`src/rtl/mem_bist_master.sv`:
```
// Memory BIST initiator on the mem_intf req/gnt protocol: writes a counting pattern, reads it back, checks it.
// Optional MEM_BIST_TIMEOUT_EN adds a stall watchdog (timeout_o) and counts stray responses as errors.
module mem_bist_master #(
  parameter int DATA_WIDTH      = 32,
  parameter int ADDR_WIDTH      = 32,
  parameter int CNT_WIDTH       = 16,
  parameter int MAX_OUTSTANDING = 4
) (
  input  logic                    clk_i,
  input  logic                    rst_ni,
  input  logic                    start_i,
  input  logic [ADDR_WIDTH-1:0]   base_addr_i,
  input  logic [CNT_WIDTH-1:0]    word_cnt_i,
  input  logic [DATA_WIDTH-1:0]   seed_i,
  output logic                    busy_o,
  output logic                    done_o,
  output logic                    pass_o,
  output logic [CNT_WIDTH-1:0]    err_cnt_o,
  output logic [ADDR_WIDTH-1:0]   first_err_addr_o,
  output logic                    req_o,
  input  logic                    gnt_i,
  output logic [ADDR_WIDTH-1:0]   addr_o,
  output logic [DATA_WIDTH-1:0]   wdata_o,
  output logic [DATA_WIDTH/8-1:0] be_o,
  output logic                    wen_o,
  input  logic                    r_valid_i,
  input  logic [DATA_WIDTH-1:0]   r_data_i,
  output logic                    r_ready_o
`ifdef MEM_BIST_TIMEOUT_EN
  ,output logic                   timeout_o
`endif
);

  localparam int DATA_BYTES = DATA_WIDTH / 8;
  localparam int OUT_W      = $clog2(MAX_OUTSTANDING + 1);
  localparam logic [ADDR_WIDTH-1:0] ADDR_STEP  = ADDR_WIDTH'(DATA_BYTES);
  localparam logic [ADDR_WIDTH-1:0] ALIGN_MASK = ~ADDR_WIDTH'(DATA_BYTES - 1);
  localparam logic [OUT_W-1:0]      OUT_MAX    = OUT_W'(MAX_OUTSTANDING);

  typedef enum logic [2:0] {IDLE, WRITE, READ, DRAIN, DONE} state_e;

  state_e                 state_q, state_d;
  logic                   req_q, req_d, wen_q, wen_d;
  logic [ADDR_WIDTH-1:0]  addr_q, addr_d, base_q, base_d;
  logic [DATA_WIDTH-1:0]  wdata_q, wdata_d, exp_data_q, exp_data_d;
  logic                   busy_q, busy_d, done_q, done_d, pass_q, pass_d;
  logic [CNT_WIDTH-1:0]   err_cnt_q, err_cnt_d, cnt_q, cnt_d, idx_q, idx_d;
  logic [ADDR_WIDTH-1:0]  first_err_q, first_err_d, exp_addr_q, exp_addr_d;
  logic                   err_seen_q, err_seen_d;
  logic [OUT_W-1:0]       out_q, out_d;
  logic                   grant, rd_grant, retire, err_inc;
  logic [ADDR_WIDTH-1:0]  base_al;
  logic [CNT_WIDTH-1:0]   last_idx;
`ifdef MEM_BIST_TIMEOUT_EN
  logic [15:0]            wait_q, wait_d;
  logic                   to_flag_q, to_flag_d, timeout_q, timeout_d;
`endif

  assign grant     = req_q && gnt_i;
  assign rd_grant  = grant && (state_q == READ);
  assign r_ready_o = (state_q == READ) || (state_q == DRAIN);
  // Responses with nothing outstanding never retire, so the counter cannot underflow.
  assign retire    = r_valid_i && r_ready_o && (out_q != '0);
  assign base_al   = base_addr_i & ALIGN_MASK;
  assign last_idx  = cnt_q - CNT_WIDTH'(1);

  always_comb begin
    state_d     = state_q;
    req_d       = req_q;
    addr_d      = addr_q;
    wdata_d     = wdata_q;
    wen_d       = wen_q;
    busy_d      = busy_q;
    done_d      = 1'b0;
    pass_d      = pass_q;
    err_cnt_d   = err_cnt_q;
    first_err_d = first_err_q;
    err_seen_d  = err_seen_q;
    base_d      = base_q;
    cnt_d       = cnt_q;
    idx_d       = idx_q;
    exp_data_d  = exp_data_q;
    exp_addr_d  = exp_addr_q;
    out_d       = out_q + OUT_W'(rd_grant) - OUT_W'(retire);
    err_inc     = 1'b0;
`ifdef MEM_BIST_TIMEOUT_EN
    wait_d      = wait_q;
    to_flag_d   = to_flag_q;
    timeout_d   = 1'b0;
    if (r_valid_i && r_ready_o && (out_q == '0)) err_inc = 1'b1;
    if (state_q == IDLE || state_q == DONE || grant || r_valid_i) wait_d = '0;
    else if ((req_q && !gnt_i) || (out_q != '0)) wait_d = wait_q + 16'd1;
`endif

    if (retire) begin
      exp_data_d = exp_data_q + DATA_WIDTH'(1);
      exp_addr_d = exp_addr_q + ADDR_STEP;
      if (r_data_i != exp_data_q) begin
        err_inc = 1'b1;
        if (!err_seen_q) begin
          first_err_d = exp_addr_q;
          err_seen_d  = 1'b1;
        end
      end
    end
    if (err_inc && (err_cnt_q != '1)) err_cnt_d = err_cnt_q + CNT_WIDTH'(1);

    case (state_q)
      IDLE: begin
        if (start_i) begin
          base_d      = base_al;
          cnt_d       = word_cnt_i;
          idx_d       = '0;
          out_d       = '0;
          err_cnt_d   = '0;
          first_err_d = '0;
          err_seen_d  = 1'b0;
          pass_d      = 1'b0;
          busy_d      = 1'b1;
          addr_d      = base_al;
          wdata_d     = seed_i;
          wen_d       = 1'b1;
          exp_data_d  = seed_i;
          exp_addr_d  = base_al;
`ifdef MEM_BIST_TIMEOUT_EN
          to_flag_d   = 1'b0;
`endif
          if (word_cnt_i == '0) state_d = DONE;
          else begin
            state_d = WRITE;
            req_d   = 1'b1;
          end
        end
      end
      WRITE: begin
        if (grant) begin
          if (idx_q == last_idx) begin
            // Read phase restarts at word 0 with no bubble.
            state_d = READ;
            idx_d   = '0;
            addr_d  = base_q;
            wen_d   = 1'b0;
          end else begin
            idx_d   = idx_q + CNT_WIDTH'(1);
            addr_d  = addr_q + ADDR_STEP;
            wdata_d = wdata_q + DATA_WIDTH'(1);
          end
        end
      end
      READ: begin
        if (grant) begin
          if (idx_q == last_idx) begin
            state_d = DRAIN;
            req_d   = 1'b0;
          end else begin
            idx_d  = idx_q + CNT_WIDTH'(1);
            addr_d = addr_q + ADDR_STEP;
            req_d  = (out_d < OUT_MAX);
          end
        end else if (!req_q) begin
          req_d = (out_d < OUT_MAX);
        end
      end
      DRAIN: begin
        if (out_d == '0) state_d = DONE;
      end
      DONE: begin
        done_d  = 1'b1;
        busy_d  = 1'b0;
        state_d = IDLE;
`ifdef MEM_BIST_TIMEOUT_EN
        pass_d    = (err_cnt_q == '0) && !to_flag_q;
        timeout_d = to_flag_q;
`else
        pass_d    = (err_cnt_q == '0);
`endif
      end
      default: state_d = IDLE;
    endcase

`ifdef MEM_BIST_TIMEOUT_EN
    // Watchdog abort: abandon any in-flight reads and report through DONE.
    if ((wait_q == 16'hFFFF) && (state_q == WRITE || state_q == READ || state_q == DRAIN)) begin
      state_d   = DONE;
      req_d     = 1'b0;
      out_d     = '0;
      to_flag_d = 1'b1;
    end
`endif
  end

  always_ff @(posedge clk_i or negedge rst_ni) begin
    if (!rst_ni) begin
      state_q     <= IDLE;
      req_q       <= 1'b0;
      addr_q      <= '0;
      wdata_q     <= '0;
      wen_q       <= 1'b0;
      busy_q      <= 1'b0;
      done_q      <= 1'b0;
      pass_q      <= 1'b0;
      err_cnt_q   <= '0;
      first_err_q <= '0;
      err_seen_q  <= 1'b0;
      base_q      <= '0;
      cnt_q       <= '0;
      idx_q       <= '0;
      exp_data_q  <= '0;
      exp_addr_q  <= '0;
      out_q       <= '0;
`ifdef MEM_BIST_TIMEOUT_EN
      wait_q      <= '0;
      to_flag_q   <= 1'b0;
      timeout_q   <= 1'b0;
`endif
    end else begin
      state_q     <= state_d;
      req_q       <= req_d;
      addr_q      <= addr_d;
      wdata_q     <= wdata_d;
      wen_q       <= wen_d;
      busy_q      <= busy_d;
      done_q      <= done_d;
      pass_q      <= pass_d;
      err_cnt_q   <= err_cnt_d;
      first_err_q <= first_err_d;
      err_seen_q  <= err_seen_d;
      base_q      <= base_d;
      cnt_q       <= cnt_d;
      idx_q       <= idx_d;
      exp_data_q  <= exp_data_d;
      exp_addr_q  <= exp_addr_d;
      out_q       <= out_d;
`ifdef MEM_BIST_TIMEOUT_EN
      wait_q      <= wait_d;
      to_flag_q   <= to_flag_d;
      timeout_q   <= timeout_d;
`endif
    end
  end

  assign req_o            = req_q;
  assign addr_o           = addr_q;
  assign wdata_o          = wdata_q;
  assign wen_o            = wen_q;
  assign be_o             = '1;
  assign busy_o           = busy_q;
  assign done_o           = done_q;
  assign pass_o           = pass_q;
  assign err_cnt_o        = err_cnt_q;
  assign first_err_addr_o = first_err_q;
`ifdef MEM_BIST_TIMEOUT_EN
  assign timeout_o        = timeout_q;
`endif

endmodule

```
`config.mk`:
```
export PLATFORM = sky130hd
export DESIGN_NAME = mem_bist_master
export DESIGN_NICKNAME = d
export VERILOG_FILES = /design/src/rtl/mem_bist_master.sv
export SDC_FILE = /design/constraint.sdc
export NUM_CORES = 1
export LEC_CHECK = 0
export CAP_MARGIN = 15
export CORE_ASPECT_RATIO = 1.1
export CORE_UTILIZATION = 45
export CTS_CLUSTER_SIZE = 12
export DETAILED_ROUTE_END_ITERATION = 6
export PLACE_DENSITY = 0.73
export SLEW_MARGIN = 0
export SYNTH_ARGS = -nofsm -noshare
export SYNTH_HDL_FRONTEND = slang
export SYNTH_SLANG_ARGS = --single-unit
export TNS_END_PERCENT = 5
```
`constraint.sdc`:
```
create_clock -name clk_i -period 3.4 [get_ports clk_i]
set_clock_uncertainty 0.1 [all_clocks]
set_input_delay 0.68 -clock clk_i [delete_from_list [all_inputs] [get_ports clk_i]]
set_output_delay 0.68 -clock clk_i [all_outputs]
set_load 0.03 [all_outputs]
```
Fig. 1: power grid
(2 px per um) Pins as bars on the die edge.
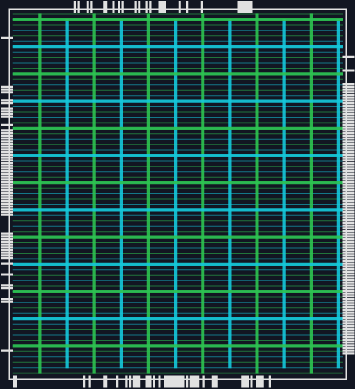
legend:
  cyan:
    net: VDD
  green:
    net: VSS
met1 rails: 67
rows: 66
met4 straps: 12
signal pins: 239
Worst IR Drop VDD: 0.000580 V
die height: 184 um
core area: 29,600 sq um

Fig. 2: cell classes on the final placement
(1.5 px per um) Fill, decap, tap and diode cells in gray.
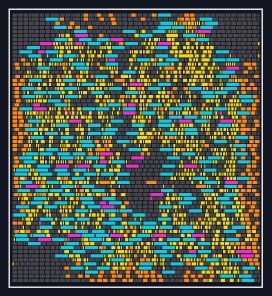
legend:
  yellow:
    class: combinational and other logic
    cells: 1,240
  magenta:
    class: clock drivers and dummy loads
    cells: 48
  orange:
    class: remaining buffers and delay cells
    cells: 280
  cyan:
    class: sequential cells
    cells: 246

Fig. 3: clock wires, drivers and flops
(3 px per um)
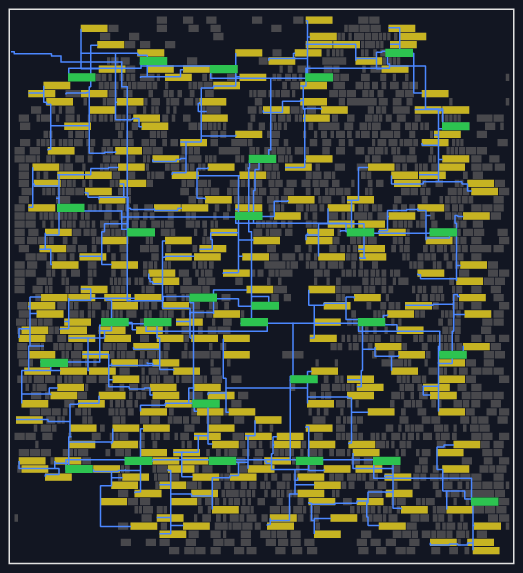
legend:
  green:
    item: clock drivers
    count: 28
  blue:
    item: clock wires
    length: 3,370 um
  yellow:
    item: flip-flops
    count: 246
flops lie: all over the die
Clock power frac: 21.2%
Clk power: 2.94 mW
clock latency on the worst-skew pair: 0.55 ns

Fig. 4: wiring by layer
(2 px per um) Only two layers are drawn.
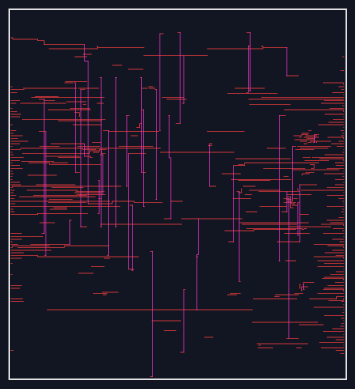
legend:
  red:
    layer: metal 3
    wire_length: 3,500 um
  magenta:
    layer: metal 4
    wire_length: 1,580 um
all-layer global routing usage: 27.7%
routed via count: 12,681
wire per inst: 19.5 um
Post-Route WL: 42,600 um

Fig. 5: placed standard cells
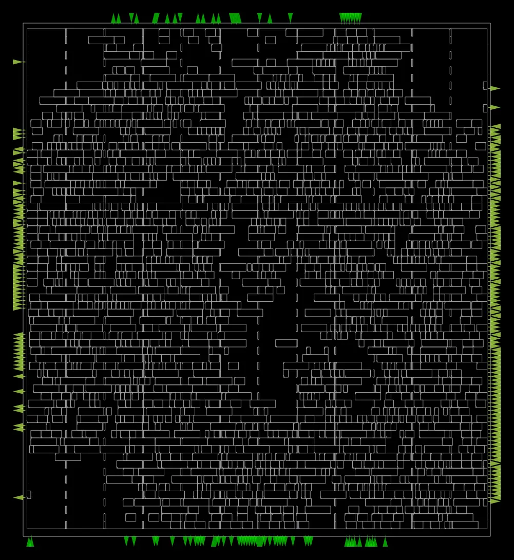
Util after Layout: 58.7%
flop count: 246
final std cells w/o fill: 2,190

==> flow_summary.toml <==
# physical design summary
[worst_setup_path]
crit_fanout = 34
r2r_start = "cnt_q[3]"
cp_common_cell = "or3_1"
critPathCapture = "addr_o[31]"
crit_family = "AND-OR/OR-AND gates"
ff2ff_setup_slack_ns = 0.18

[placement]
placedCellCount = 2140
post-place-ws_ns = -0.324
io_buffers = 230

[logic_synthesis]
compound_area_share_pct = 14.6
synthArstFlopShare_pct = 100
top_cell = "nand2_1"
ys_types = 62
area_leaders = "dfrtp_1 (45%), nand2_1 (8.2%), xor2_1 (6.6%)"
edf_count = 0

[timing]
finalSetupViolCount = 0
final_hold_viol_count = 1
holdWs_ns = -0.00842
fin_crit_sh_pct = 94.6

[finish]
diodes = 2
post-route-cell-area_sq_um = 17400
buf_share_pct = 15.9
finish.net_count = 1924
fillers = 2606

[global_routing]
grt_use_met3_pct = 4.85
met2_usage_pct = 45.4
grt_use_met1_pct = 36.5
antenna_found_initial = 3

[clock_tree]
path_clk_slew_ns = 0.06
cts_num_sinks = 246
ctsHoldBuffers = 0
cts_buffers = 28
cts_setup_buffers = 0

[detailed_routing]
wl_met3_um = 3500
routed_via_density = 5.79
wl_met1_um = 17500

[status]
failed_checks = "hold timing"
outcome = "complete, but fails checks"
Power figures rest on the tool's default switching activity, not on a simulated workload.
